## config.mk

```make
export PLATFORM = sky130hd
export DESIGN_NAME = crc8_framer
export DESIGN_NICKNAME = d
export VERILOG_FILES = /design/src/rtl/crc8_framer.sv
export SDC_FILE = /design/constraint.sdc
export NUM_CORES = 1
export LEC_CHECK = 0
export CORE_MARGIN = 2
export CORE_UTILIZATION = 30
export DETAILED_ROUTE_END_ITERATION = 12
export SLEW_MARGIN = 20
export SYNTH_ARGS = -nofsm -noshare
export SYNTH_HDL_FRONTEND = slang
export SYNTH_SLANG_ARGS = --single-unit
```

## constraint.sdc

```tcl
create_clock -name clk_i -period 3.25 [get_ports clk_i]
set_input_delay 0.8125 -clock clk_i [delete_from_list [all_inputs] [get_ports clk_i]]
set_output_delay 0.8125 -clock clk_i [all_outputs]
set_load 0.01 [all_outputs]
```

## src/rtl/crc8_framer.sv

```systemverilog
// Frame builder: forwards payload bytes and appends a CRC-8 trailer byte.
// Contains the crc8 engine plus the crc8_framer top.

module crc8 #(
    parameter logic [7:0] POLYNOMIAL = 8'h07
) (
    input  logic       clk_i,
    input  logic       rst_i,
    input  logic [7:0] data_i,
    input  logic       vld_p0,
    output logic [7:0] crc_o
);

    // MSB-first, zero-initialised, unreflected CRC-8 over one byte.
    function automatic logic [7:0] crc_next(input logic [7:0] crc, input logic [7:0] data);
        logic [7:0] c;
        c = crc ^ data;
        for (int i = 0; i < 8; i++) begin
            c = c[7] ? ((c << 1) ^ POLYNOMIAL) : (c << 1);
        end
        return c;
    endfunction

    always_ff @(posedge clk_i) begin
        if (rst_i) begin
            crc_o <= 8'h00;
        end else if (vld_p0) begin
            crc_o <= crc_next(crc_o, data_i);
        end
    end

endmodule

module crc8_framer #(
    parameter logic [7:0] POLYNOMIAL = 8'h07,
    parameter int         LEN_W      = 16
) (
    input  logic             clk_i,
    input  logic             rst_ni,
    input  logic [7:0]       s_data_i,
    input  logic             s_valid_i,
    input  logic             s_last_i,
    output logic             s_ready_o,
    output logic [7:0]       m_data_o,
    output logic             m_valid_o,
    output logic             m_last_o,
    input  logic             m_ready_i,
    output logic [LEN_W-1:0] frame_len_o,
    output logic             busy_o
);

    typedef enum logic [1:0] {
        IDLE,
        PAYLOAD,
        CRC_WAIT,
        APPEND
    } state_t;

    state_t           state_q;
    logic [LEN_W-1:0] byte_cnt_q;
    logic [7:0]       eng_crc;
    logic             out_free;
    logic             in_xfer;
    logic             crc_load;
    logic             eng_rst;

    function automatic logic [LEN_W-1:0] sat_inc(input logic [LEN_W-1:0] v);
        return (&v) ? v : v + LEN_W'(1);
    endfunction

    assign out_free  = !m_valid_o || m_ready_i;
    assign s_ready_o = rst_ni && ((state_q == IDLE) || (state_q == PAYLOAD)) && out_free;
    assign in_xfer   = s_valid_i && s_ready_o;
    assign crc_load  = (state_q == APPEND) && out_free;
    assign busy_o    = (state_q != IDLE);

    // Engine is cleared as the CRC leaves it, so the next frame starts from zero.
    assign eng_rst   = !rst_ni || crc_load;

    crc8 #(
        .POLYNOMIAL(POLYNOMIAL)
    ) u_crc8 (
        .clk_i (clk_i),
        .rst_i (eng_rst),
        .data_i(s_data_i),
        .vld_p0(in_xfer),
        .crc_o (eng_crc)
    );

    always_ff @(posedge clk_i) begin
        if (!rst_ni) begin
            state_q     <= IDLE;
            m_data_o    <= 8'h00;
            m_valid_o   <= 1'b0;
            m_last_o    <= 1'b0;
            frame_len_o <= '0;
            byte_cnt_q  <= '0;
        end else begin
            case (state_q)
                IDLE: begin
                    if (in_xfer) state_q <= s_last_i ? CRC_WAIT : PAYLOAD;
                end
                PAYLOAD: begin
                    if (in_xfer && s_last_i) state_q <= CRC_WAIT;
                end
                CRC_WAIT: state_q <= APPEND;
                APPEND: begin
                    if (out_free) state_q <= IDLE;
                end
                default: state_q <= IDLE;
            endcase

            if (in_xfer) begin
                m_data_o   <= s_data_i;
                m_valid_o  <= 1'b1;
                m_last_o   <= 1'b0;
                byte_cnt_q <= (state_q == IDLE) ? LEN_W'(1) : sat_inc(byte_cnt_q);
            end else if (crc_load) begin
                m_data_o    <= eng_crc;
                m_valid_o   <= 1'b1;
                m_last_o    <= 1'b1;
                frame_len_o <= byte_cnt_q;
            end else if (m_ready_i) begin
                m_valid_o <= 1'b0;
                m_last_o  <= 1'b0;
            end
        end
    end

endmodule

```

==> Changelog: implementation <==
### Physical design

* Dpl cell area at 3070 µm²
* Total count of hold-check failures in the final report at 0
* Pwr per Cell Area at approximately 570 nW/µm²
* Root cell of the clock tree: sky130_fd_sc_hd__clkbuf_8
* Simple logic cell fraction of the synthesized area at 0.204
* Most frequent logic cell in the layout: sky130_fd_sc_hd__dfxtp_1
* Post-synthesis compound-gate area fraction at 0.175
* Detailed-routed wire length on met2 at 2600 µm
* Post-synth regs at 52
* Hold path cells at 2
* Leakage power at about 0.0012 µW
* Routed via count divided by cell count at 5.00
* Startpoint-to-endpoint class of the critical path: input pin to primary output
* Final setup violating endpoints at 0
* Cell depth of the worst flop-to-flop path at 7
* Setup slack of the most critical reg-to-reg path at 0.80 ns
* Comb pwr share at 0.350
* Launching element of the worst setup path: rst_ni
* Main logic family: simple AND/OR/NAND/NOR gates
* Layout Cell Area excl Fill at 3170 µm²
* Post-synthesis async set-or-reset flop share at 0
* RSZ-0062 raised after global routing: no
* Delay of the slowest cell on the worst path at 0.59 ns
* Maximum Capacitance Violations at 0
* Core area at 8220 µm²
* List of most frequent post-synthesis cells: 52 x sky130_fd_sc_hd__dfxtp_1, 45 x sky130_fd_sc_hd__nor2_1, 22 x sky130_fd_sc_hd__nand2_1
* Largest delay share family, worst path: buffers and inverters
* Fin cells at 439
* Inserted Diodes at 0
* Seq pwr share at 0.414
* Clock tree from TritonCTS: done
* Buffers & Inverters on Critical Path at 3
* Final worst slack at 0.210 ns
* Setup Slack @ Placement at 0.203 ns
* Worst R2R End: byte_cnt_q[7]$_SDFFE_PN0P_
* Residual DRC count at 0
* Critical path's most frequent cell: sky130_fd_sc_hd__clkdlybuf4s50_1
* Die Span X at 95.9 µm
* Dominant cell type by area after synthesis: sky130_fd_sc_hd__dfxtp_1
* Net count after synthesis at approximately 310
* Result of the run: completed
* Tot GR Track Use at 0.137
* Site Rows at 33
* Cells after synthesis at 294
* Count of warnings emitted by yosys at 0
* Met2 global-route usage at 0.221
* Headroom to the max-slew limit at 0.685
* Worst Hold Slack at 0.482 ns
* Final Cycle Share at 0.935
* Count of vias placed by the detailed router at 2197
* Flip-flops with a built-in enable at 0
* Full die area at slightly above 9000 µm²
* Share of cells above drive strength 1 at 0.0569
* Maximum fanout along the worst path at 3
* Switching part of the total power at 0.327
* Commonest non-fill, non-tap cells in the layout: 52 x sky130_fd_sc_hd__dfxtp_1, 45 x sky130_fd_sc_hd__nor2_1, 40 x sky130_fd_sc_hd__clkdlybuf4s50_1, 22 x sky130_fd_sc_hd__nand2_1
* WHS Endpoint: m_last_o$_SDFFE_PP0P_
* Routed wire length on met3 at 249 µm
* M1 GR Usage at 0.182
* Global-route wire length before repair at 9980 µm
* Met3 routing resource usage after global routing at 0.0282
* Capturing element of the worst setup path: s_ready_o
* Adder and majority cell fraction of the synthesized area at 0.0296
* Half-perimeter wire length after detailed placement at 4060 µm
* Data arrival time at the worst-slack endpoint at ~2.2 ns
* Cell total after placement at 433
* Clock buffers created by TritonCTS at 5
* Largest net degree at the start of global routing at 39
* Post-CTS Resized at 0
* Detail-routed net length per standard cell at 13.2 µm
* Detailed Route Iter0 Violations at between 100 and 150
* Fp util at 0.308
* Multiplexer area fraction after synthesis at 0.0711
* Slew at the pin with the worst max-slew slack at 0.472 ns
* Flip-flop cell with the highest count after synthesis: sky130_fd_sc_hd__dfxtp_1
* Final wirelength at 5810 µm
* Number of input and output port buffers inserted at around 40
* Total Power at 1810 µW
* Number of optimization iterations in the first detailed-route pass at 4
* Max H-tree Level at 2
* Clock share of power at 0.236
* Final Util at 0.386
* Clk pin slew, worst setup/hold paths at 0.09 ns
* Net Sw Power at 592 µW
* Largest voltage drop on the vdd net at 0.251 mV
* Timing-limited maximum frequency at 329 MHz
* NumNets Final at 354
* Largest registers: byte_cnt_q x16, frame_len_o x16
* Yosys stat chip area at 2530 µm²
cell type report:
class | instances | area [µm²]
inverters | 7 | 26.3
multi-input cells | 220 | 1400
fillers | 846 | 5050
clock inverters | 1 | 30.0
clock buffers | 5 | 68.8
flip-flops and latches | 52 | 1040
repair buffers | 49 | 468
well taps | 105 | 131
power by group through the flow:
| stage | clock network, µW | logic (µW) | registers, µW |
|---|---|---|---|
| 5_1_grt | 466 | 713 | 760 |
| 3_5_place_dp | 0 | 636 | 764 |
| 2_1_floorplan | 0 | 438 | 766 |
| 3_3_place_gp | 0 | 628 | 762 |
| 4_1_cts | 441 | 639 | 749 |
| 6_report | 427 | 634 | 749 |
Clock routing:
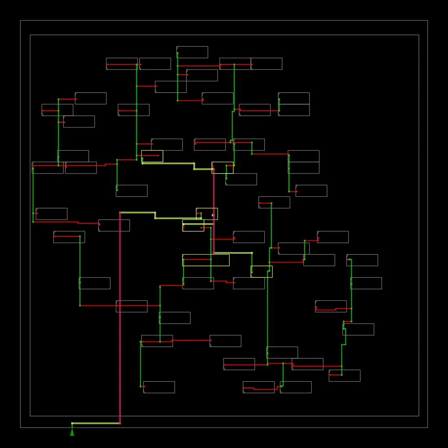
Clock Sinks: 52
tally of clock buffers in the finished layout: 5
worst clock skew on the final layout: 0.00878 ns
Flops: 52

M2 wires:
Scale: 4 px per µm.
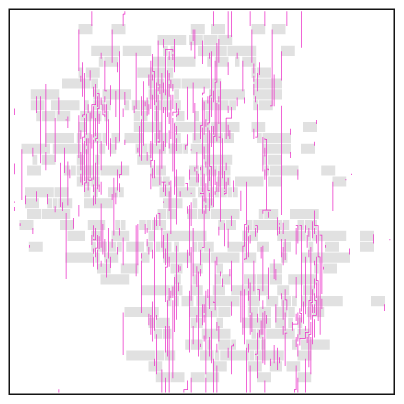
longest straight run = 35.0 µm
nets with wire on the layer = 287
main direction = vertical
wire length on this layer = 2600 µm
share of all routed wire = 45%

Routed metal, one color a layer:
Scale: 6 px per µm. Two of the layers only.
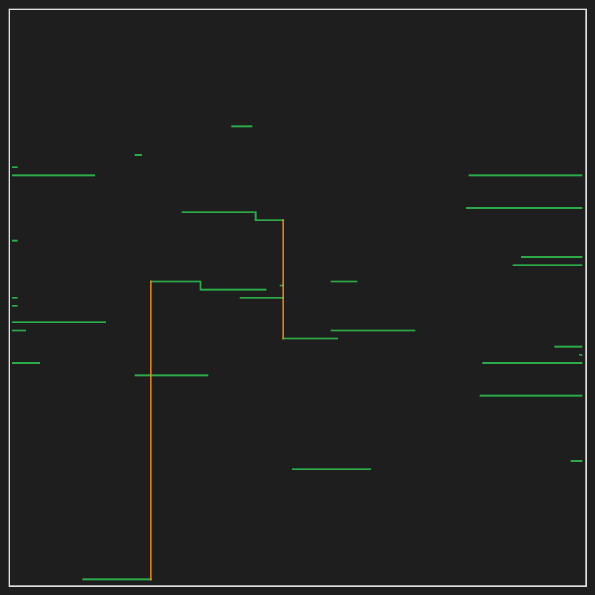
green -> met3  # wire length 250 µm
orange -> met4  # wire length 69.4 µm

Layout detail:
Window x 62 to 82, y 62 to 82 µm. Cells in gray, sequential cells in the stronger gray; small squares are vias.
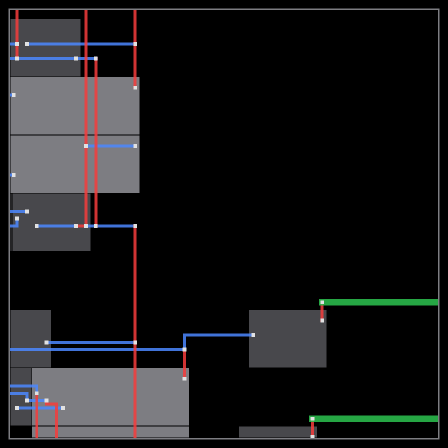
red -> met2
green -> met3
blue -> met1
netlist names of flops here include = `frame_len_o` (3)
sequential cells in the window = 3
cells with their middle in the window = 8
most frequent = mux2i_1 (3), dfxtp_1 (3)

Wires at chosen ports, followed through buffers:
Scale: 4 px per µm.
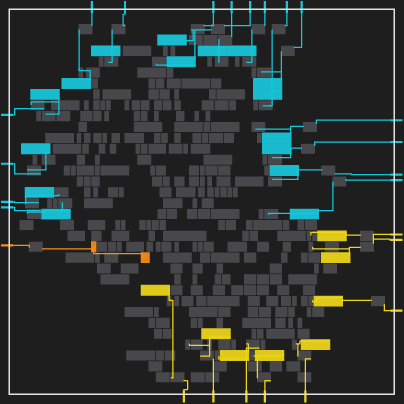
orange -> `s_last_i`  # bits 1, direction input, end cells 2, wire 32.9 µm
yellow -> `m_data_o`  # bits 8, direction output, end cells 8, wire 178 µm
cyan -> `frame_len_o`  # bits 16, direction output, end cells 16, wire 366 µm

Power figures rest on the tool's default switching activity, not on a simulated workload.
